Figure 1. Clock network drawn from the DEF (run 1).
Scale bar: 20 um.
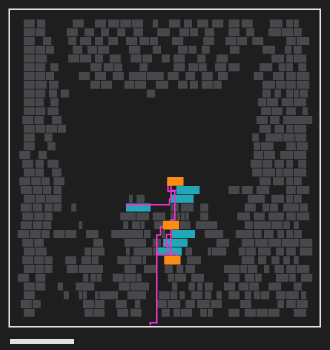
Figure 2. Sizing map (run 1).
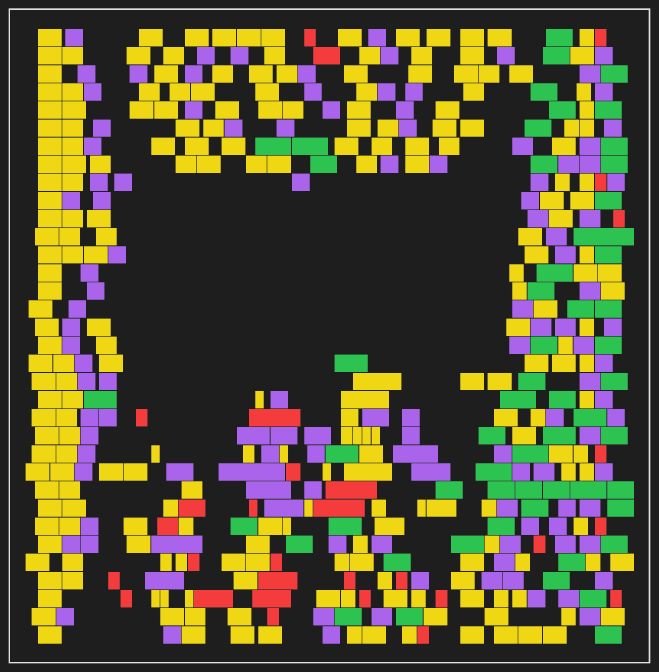
Figure 3. Cell placement (run 1).
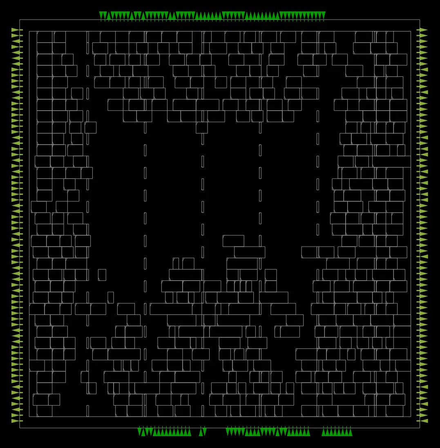
$ cat src/rtl/ram_port_arbiter_pkg.sv
`default_nettype none
// ============================================================================
//  Module   : ram_port_arbiter_pkg
//  Purpose  : Shared types, legal write-enable encodings and the misalignment
//             check used by the RAM port arbiter and the RAM's sim check.
//  Revision : 1.0 - initial release
// ============================================================================
package ram_port_arbiter_pkg;

    localparam logic [3:0] c_WE_READ = 4'b0000;
    localparam logic [3:0] c_WE_BYTE = 4'b0001;
    localparam logic [3:0] c_WE_HALF = 4'b0011;
    localparam logic [3:0] c_WE_WORD = 4'b1111;

    typedef enum logic {
        MST_0 = 1'b0,
        MST_1 = 1'b1
    } mst_idx_e;

    // True for any write the byte-lane RAM cannot perform in one access.
    function automatic logic is_misaligned(input logic [3:0] we, input logic [1:0] addr_lo);
        logic legal_we;
        legal_we = (we == c_WE_READ) || (we == c_WE_BYTE) ||
                   (we == c_WE_HALF) || (we == c_WE_WORD);
        return !legal_we ||
               ((we == c_WE_WORD) && (addr_lo != 2'd0)) ||
               ((we == c_WE_HALF) && (addr_lo == 2'd3));
    endfunction

endpackage
`default_nettype wire

$ cat src/rtl/ram_port_arbiter.sv
`default_nettype none
// ============================================================================
//  Module   : ram_port_arbiter
//  Purpose  : Round-robin sharing of one byte-lane RAM port between two
//             masters, with single-cycle grant and a one-cycle return pipe.
//  Revision : 1.0 - initial release
// ============================================================================
module ram_port_arbiter
    import ram_port_arbiter_pkg::*;
#(
    parameter int SCALE = 10
) (
    input  logic             clk,
    input  logic             rst,

    input  logic             m0_req,
    input  logic [SCALE-1:0] m0_addr,
    input  logic [31:0]      m0_wdata,
    input  logic [3:0]       m0_we,
    output logic             m0_gnt,
    output logic             m0_rvalid,
    output logic [31:0]      m0_rdata,

    input  logic             m1_req,
    input  logic [SCALE-1:0] m1_addr,
    input  logic [31:0]      m1_wdata,
    input  logic [3:0]       m1_we,
    output logic             m1_gnt,
    output logic             m1_rvalid,
    output logic [31:0]      m1_rdata,

    output logic             ram_oe,
    output logic [SCALE-1:0] ram_addr,
    output logic [31:0]      ram_wdata,
    output logic [3:0]       ram_we,
    input  logic [31:0]      ram_rdata,

    output logic             err,
    output logic             err_src
);

    mst_idx_e         r_lg_q,      w_lg_d;
    logic             r_rvalid_q,  w_rvalid_d;
    mst_idx_e         r_owner_q,   w_owner_d;
    logic             r_blk_q,     w_blk_d;
    logic             r_err_q,     w_err_d;
    mst_idx_e         r_err_src_q, w_err_src_d;

    logic             w_gnt0;
    logic             w_gnt1;
    logic             w_any;
    logic             w_mis;
    mst_idx_e         w_idx;
    logic [SCALE-1:0] w_sel_addr;
    logic [31:0]      w_sel_wdata;
    logic [3:0]       w_sel_we;

    // Round-robin pick: under contention the master that did not win last time goes.
    always_comb begin
        w_gnt0 = 1'b0;
        w_gnt1 = 1'b0;
        if (!rst) begin
            if (m0_req && m1_req) begin
                w_gnt0 = (r_lg_q == MST_1);
                w_gnt1 = (r_lg_q == MST_0);
            end else begin
                w_gnt0 = m0_req;
                w_gnt1 = m1_req;
            end
        end
        w_any = w_gnt0 | w_gnt1;
        w_idx = w_gnt1 ? MST_1 : MST_0;
    end

    always_comb begin
        w_sel_addr  = '0;
        w_sel_wdata = '0;
        w_sel_we    = '0;
        if (w_gnt0) begin
            w_sel_addr  = m0_addr;
            w_sel_wdata = m0_wdata;
            w_sel_we    = m0_we;
        end else if (w_gnt1) begin
            w_sel_addr  = m1_addr;
            w_sel_wdata = m1_wdata;
            w_sel_we    = m1_we;
        end
        w_mis = w_any && is_misaligned(w_sel_we, w_sel_addr[1:0]);
    end

    always_comb begin
        w_lg_d      = w_any ? w_idx : r_lg_q;
        w_rvalid_d  = w_any;
        w_owner_d   = w_idx;
        w_blk_d     = w_mis;
        w_err_d     = r_err_q | w_mis;
        w_err_src_d = (w_mis && !r_err_q) ? w_idx : r_err_src_q;
    end

    always_ff @(posedge clk) begin
        if (rst) begin
            r_lg_q      <= MST_1;
            r_rvalid_q  <= 1'b0;
            r_owner_q   <= MST_0;
            r_blk_q     <= 1'b0;
            r_err_q     <= 1'b0;
            r_err_src_q <= MST_0;
        end else begin
            r_lg_q      <= w_lg_d;
            r_rvalid_q  <= w_rvalid_d;
            r_owner_q   <= w_owner_d;
            r_blk_q     <= w_blk_d;
            r_err_q     <= w_err_d;
            r_err_src_q <= w_err_src_d;
        end
    end

    assign m0_gnt    = w_gnt0;
    assign m1_gnt    = w_gnt1;
    assign ram_oe    = w_any && !w_mis;
    assign ram_addr  = w_sel_addr;
    assign ram_wdata = w_sel_wdata;
    assign ram_we    = w_sel_we;

    // Gating by rst discards a return still in flight when reset lands on it.
    assign m0_rvalid = !rst && r_rvalid_q && (r_owner_q == MST_0);
    assign m1_rvalid = !rst && r_rvalid_q && (r_owner_q == MST_1);
    assign m0_rdata  = (m0_rvalid && !r_blk_q) ? ram_rdata : 32'd0;
    assign m1_rdata  = (m1_rvalid && !r_blk_q) ? ram_rdata : 32'd0;

    assign err     = r_err_q;
    assign err_src = r_err_src_q;

endmodule
`default_nettype wire

$ cat config.mk
export PLATFORM = sky130hd
export DESIGN_NAME = ram_port_arbiter
export DESIGN_NICKNAME = d
export VERILOG_FILES = /design/src/rtl/ram_port_arbiter_pkg.sv /design/src/rtl/ram_port_arbiter.sv
export SDC_FILE = /design/constraint.sdc
export NUM_CORES = 1
export LEC_CHECK = 0
export CORE_AREA = 2 2 94 96
export DETAILED_ROUTE_END_ITERATION = 12
export DIE_AREA = 0 0 96 98
export GPL_TIMING_DRIVEN = 0
export PLACE_DENSITY = 0.66
export SYNTH_ARGS = -nofsm -noshare
export SYNTH_HDL_FRONTEND = slang
export SYNTH_SLANG_ARGS = --single-unit
$ cat constraint.sdc
create_clock -name clk -period 1.6 [get_ports clk]
set_input_delay 0.16 -clock clk [delete_from_list [all_inputs] [get_ports clk]]
set_output_delay 0.16 -clock clk [all_outputs]
set_load 0.02 [all_outputs]
==> impl_metrics.tcl, run 1 <==
# implementation run metrics
set metrics [dict create \
    drt-vias-per-instance 4.27 \
    mappedNetlistArea_um2 1230 \
    stage_log_warnings 28 \
    wl_met3_um 856 \
    timing.critical_path.required_ps 1440 \
    max-slew-margin-rel_pct 81.8 \
    hold_path_startpoint "m1_req" \
    clock_latency_ps 220 \
    timing.critical_path.to "ram_oe" \
    h-tree-depth 1 \
    rr_startpoint "r_lg_q$_SDFFE_PP1P_" \
    die_area_um2 9410 \
    area.growth.synth_to_final_pct 238 \
    drc_errors 0 \
    pwr.group.sequential_uw 181 \
    fin_hold_ws_ps 291 \
    layout.cells.largest_class "non-clock buffers" \
    rsz_0062_raised_after_global_routing "yes" \
    initCoreUtil_pct 14.5 \
    slew_viol_final 0 \
    top_usage_layer "met2" \
    layout.area.seq_um2 124 \
    clockPowerShare_pct 15.8 \
    synth-xor-area-share_pct 0 \
    synth.comb.largest_family "simple AND/OR/NAND/NOR gates" \
    worst-slew-pin-transition_ps 272 \
    violations "setup timing" \
    post_synth_inst_count 169 \
    timing.critical_path.arrival_ps 1680 \
    timing.final.setup_violations 51 \
    place_ws_ps -1340 \
    cts.sinks 6 \
    outcome "complete, but fails checks" \
    routed-via-count 2322 \
    worst_slack_ps -238 \
]
-- Figure 1 (at the start) --
- clock wires: magenta (length 111 um)
- clock-net drivers: orange (count 3)
- flip-flops: cyan (count 6)
- routed clock nets: 4

-- Figure 2 (at the start) --
- x6 and larger: green (cells 56; share 13%)
- x1 and smaller: yellow (cells 230; share 53%)
- x3 and x4: purple (cells 119; share 27%)
- x2: red (cells 30; share 6.9%)

-- Figure 3 (at the start) --
number of well taps: 108
area of the placeable core: 8470 um2
Cell Count, Final, Fillers Out: 544

==> run 2: changes to the inputs <==
Settings changed: ABC_AREA from default to 0.
Figure 4. Zoomed window (run 2).
Scale bar: 10 um. Window x 36 to 61, y 56 to 81 um. Cells in gray, sequential cells in the stronger gray; small squares are vias.
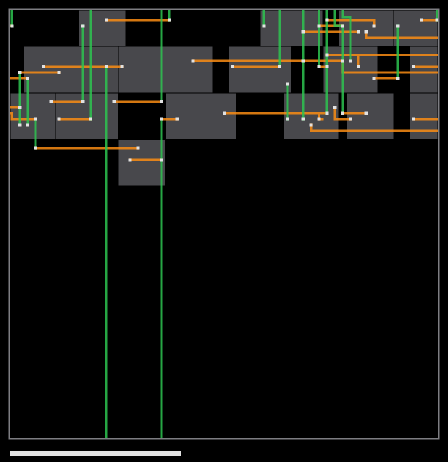
- M2: green
- M1: orange
- cells with their middle in the window: 14
- sequential cells in the window: 0
- most frequent: a22o_1 (4), clkdlybuf4s50_1 (3), buf_4 (3)

==> impl_metrics.tcl, run 2 <==
# implementation run metrics
set metrics [dict create \
    timing.final.setup_violations 51 \
    slew_viol_final 0 \
    timing.critical_path.arrival_ps 1680 \
    synth.comb.largest_family "simple AND/OR/NAND/NOR gates" \
    max-slew-margin-rel_pct 81.8 \
    timing.critical_path.required_ps 1440 \
    clockPowerShare_pct 15.8 \
    timing.critical_path.to "ram_oe" \
    mappedNetlistArea_um2 1230 \
    die_area_um2 9410 \
    core_region_area_um2 8470 \
    drt-vias-per-instance 4.27 \
    rsz_0062_raised_after_global_routing "yes" \
    worst_slack_ps -238 \
    wl_met3_um 856 \
    violations "setup timing" \
    area.growth.synth_to_final_pct 238 \
    timing.final.crit_period_ps 1840 \
    initCoreUtil_pct 14.5 \
    synth-xor-area-share_pct 0 \
    worst-slew-pin-transition_ps 272 \
    top_usage_layer "met2" \
    post_synth_inst_count 169 \
    h-tree-depth 1 \
    layout.cells.largest_class "non-clock buffers" \
    rr_startpoint "r_lg_q$_SDFFE_PP1P_" \
    outcome "complete, but fails checks" \
    routed-via-count 2322 \
    layout.area.seq_um2 124 \
    drc_errors 0 \
    place_ws_ps -1340 \
    finish.cell_count_without_fillers 544 \
    hold_path_startpoint "m1_req" \
    stage_log_warnings 28 \
]
